Design imem_prog_arbiter_flat, sky130hd; sources not shown.
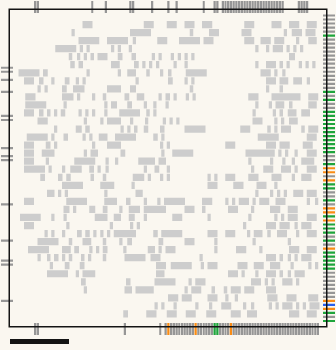
*I/O pins on the die edge*
The bar under the picture is 20 µm long. Pins as bars across the die edge, other pins in gray.
green -> bus_mem_wdata  # pins 32, direction output, edge 30 east, 2 south
blue -> bus_mem_we  # pins 1, direction output, edge east
orange -> bus_fetch_addr  # pins 12, direction input, edge 9 east, 3 south
Die Span Y: 107 µm
Buffers on Ports: 126
Die W: 107 µm

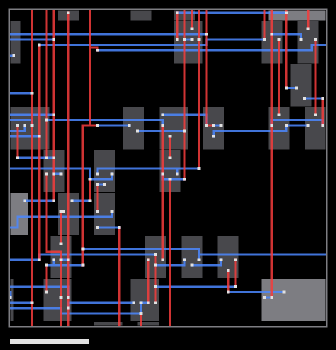
*Layout detail*
The bar under the picture is 5 µm long. Region (43, 65) to (63, 85) µm. Cells in gray, sequential cells in the stronger gray; small squares are vias.
red -> met2
blue -> met1
sequential cells in the window = 1
most frequent = nand2_1 (7), nor2_1 (6), inv_1 (4)
cells with their middle in the window = 23

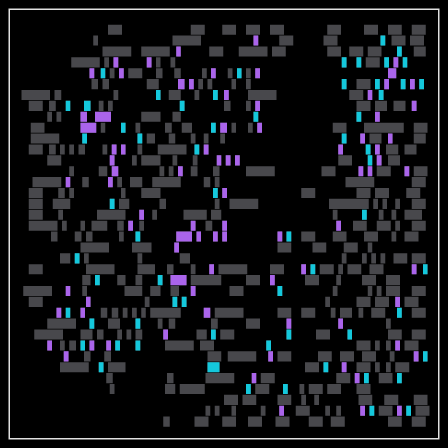
*Gate-type map*
cyan -> inverters  # cells 62, where all over the die
purple -> NOR gates  # cells 83, where all over the die
logic share of the area: 31.2%
fin cells: 598

==> flow_summary.ini <==
; generated from flow reports
[outcome]
status = finished, final reports clean

[synth]
top_area_share_pct = 24.6
syn-cell-area_um2 = 2120
ys.flop_type = dfxtp_1
top_cells_by_area = dfxtp_1, nand2_1, nor2_1
syn_avg_cell_area_um2 = 5.85
ys_cells = 362
syn_nets = 458
enable_flop_cells = 0
yosysUniqueCellTypes = 29
netlist_instances = 362
top_area_cell = dfxtp_1

[global_routing]
gr-total-overflow = 0
grt_pass1_vias = 2584
grt_pass1_wl_um = 13200
grt_max_degree = 22
grt_usage_pct = 14.6

[critical_path]
timing.critical_path.mode_cell = nand2_1
crit_type = flop to primary output
cpPeakStageDelay_ps = 430
cp_cell_sequence = inv_2 -> nor2_4 -> nand3_4 -> buf_12 -> buf_16 -> nand2_1 -> nand2_1 -> clkdlybuf4s50_1
end_kind = primary output
path_max_fanout = 11
cp_slowest_cell = clkdlybuf4s50_1
cp-start-kind = flop
cp.required_ps = 2030
r2r_setup_slack_ps = 860
arrival_ps = 1900
rr_worst_depth = 10

[cts]
cts_buffer_depth = 2
holdBufCountCts = 0
clk_pin_slew_ps = 100
cts_sinks = 26

[power]
total_power_mw = 0.944
power_switching_mw = 0.260
power.internal_mw = 0.685
cellPowerDensity_nw_per_um2 = 273
p_comb_share_pct = 29.7

[sta]
maxSlewViolCount = 0
slew_headroom_pct = 71.2
setup_viol = 0
clock_skew_ps = 2.02
post-route-min-period_ps = 2570
fmax_mhz = 389

[final_layout]
antenna_cells = 0
fillerInstances = 1317
final_cell_area_um2 = 3460
largest_register_ffs = 16
drive_gt1_share_pct = 7.58
syn2layout_area_growth_pct = 63.4
layout.nets = 559

[detailed_routing]
vias = 2455
routed_via_density = 4.11
first_pass_iters = 4
routedWlPerCell_um = 13.9
drt_iter0_drc = 77
drt-total-wl_um = 8330

[die]
core_um2 = 10300
row_count = 37

[place]
post_dp_cell_area_um2 = 3330
dp_hpwl_um = 6840

[run]
maxCapViolations = 0

[min_path]
hp-class = flop to flop
min_path_cells = 2
power by group through the flow:
stage               clock network [mW]  logic, mW  registers, mW
floorplan                            0      0.143          0.407
global placement                     0      0.275          0.407
detailed placement                   0      0.278          0.407
CTS                              0.284      0.287          0.399
global route                     0.292      0.309          0.400
finish                           0.265      0.280          0.399
cell families after synthesis:
family,after synthesis,synth area share (%)
DFF,26,24.6
and+or+nand+nor,201,40.2
adders and majority gates,3,1.77
AOI/OAI and AO/OA,27,7.62
buffers and inverters,102,24.6
xor gates and xnor gates,3,1.24
what timing repair did:
action                                 in CTS  in global routing
setup buffers                               2                  0
endpoints found under the hold margin       0                  0
resized                                    16                  6
cloned                                      2                  0
setup endpoints to repair                  46                 23
pin swaps                                   2                  2
critical path: cells and delay by family, from the launching register on:
family        cells  cell delay [ps]
buf+inv           4              820
simple gates      4              430
flops             1              360
routing by layer:
layer / track usage, % / share of wire [%] / up-vias
li1: - / - / 1255
met1: 16.6 / 42 / 1101
met2: 27.8 / 51 / 82
met3: 2.31 / 5.6 / 17
met4: 4.73 / 1.9 / 0
met5: 0 / 0 / -
stage by stage:
step | TNS [ps] | setup WS, ps
3_5_place_dp | -6300 | -204
2_1_floorplan | 0 | 748
6_report | 0 | 129
5_1_grt | 0 | 14.2
3_3_place_gp | -5410 | -164
4_1_cts | 0 | 6.62
cells in the final DEF (no fill, tap or decap), types with 2 or more instances in the layout:
cell | Yosys | routed
buf_12 | 0 | 3
ha_1 | 3 | 3
buf_4 | 32 | 5
nand2_1 | 96 | 96
nand4_1 | 2 | 2
a31oi_1 | 2 | 2
o21bai_1 | 2 | 2
nand3_1 | 14 | 14
dfxtp_2 | 0 | 2
clkbuf_2 | 0 | 2
o21ai_0 | 8 | 8
inv_2 | 2 | 2
dfxtp_1 | 26 | 24
dlygate4sd2_1 | 0 | 9
buf_16 | 0 | 2
a21oi_1 | 12 | 12
nor2_1 | 74 | 73
clkdlybuf4s50_1 | 0 | 114
inv_1 | 58 | 58
clkbuf_8 | 0 | 4
a21oi_2 | 2 | 2
nor3_1 | 5 | 5
nor2_4 | 4 | 4
xor2_1 | 3 | 3
final cells by class:
class / instances / area (µm²) / share of cell area, %
timing repair buffer: 136 / 1400 / 40.3
multi-input combinational: 234 / 1080 / 31.2
sequential: 26 / 523 / 15.1
inverter: 62 / 239 / 6.90
tap: 136 / 170 / 4.92
clock buffer: 4 / 55.1 / 1.59
synth_stat cells, types with 2 or more instances:
cell	count
a31oi_1	2
inv_1	58
buf_2	3
nand3_1	14
buf_1	3
buf_4	32
clkinv_2	2
xor2_1	3
nor3_1	5
inv_2	2
dfxtp_1	26
nor2_4	4
a21oi_2	2
o21ai_0	8
a21oi_1	12
ha_1	3
nand2_1	96
nor2_1	74
o21bai_1	2
nand4_1	2
Power is estimated from default activity; no workload was simulated.
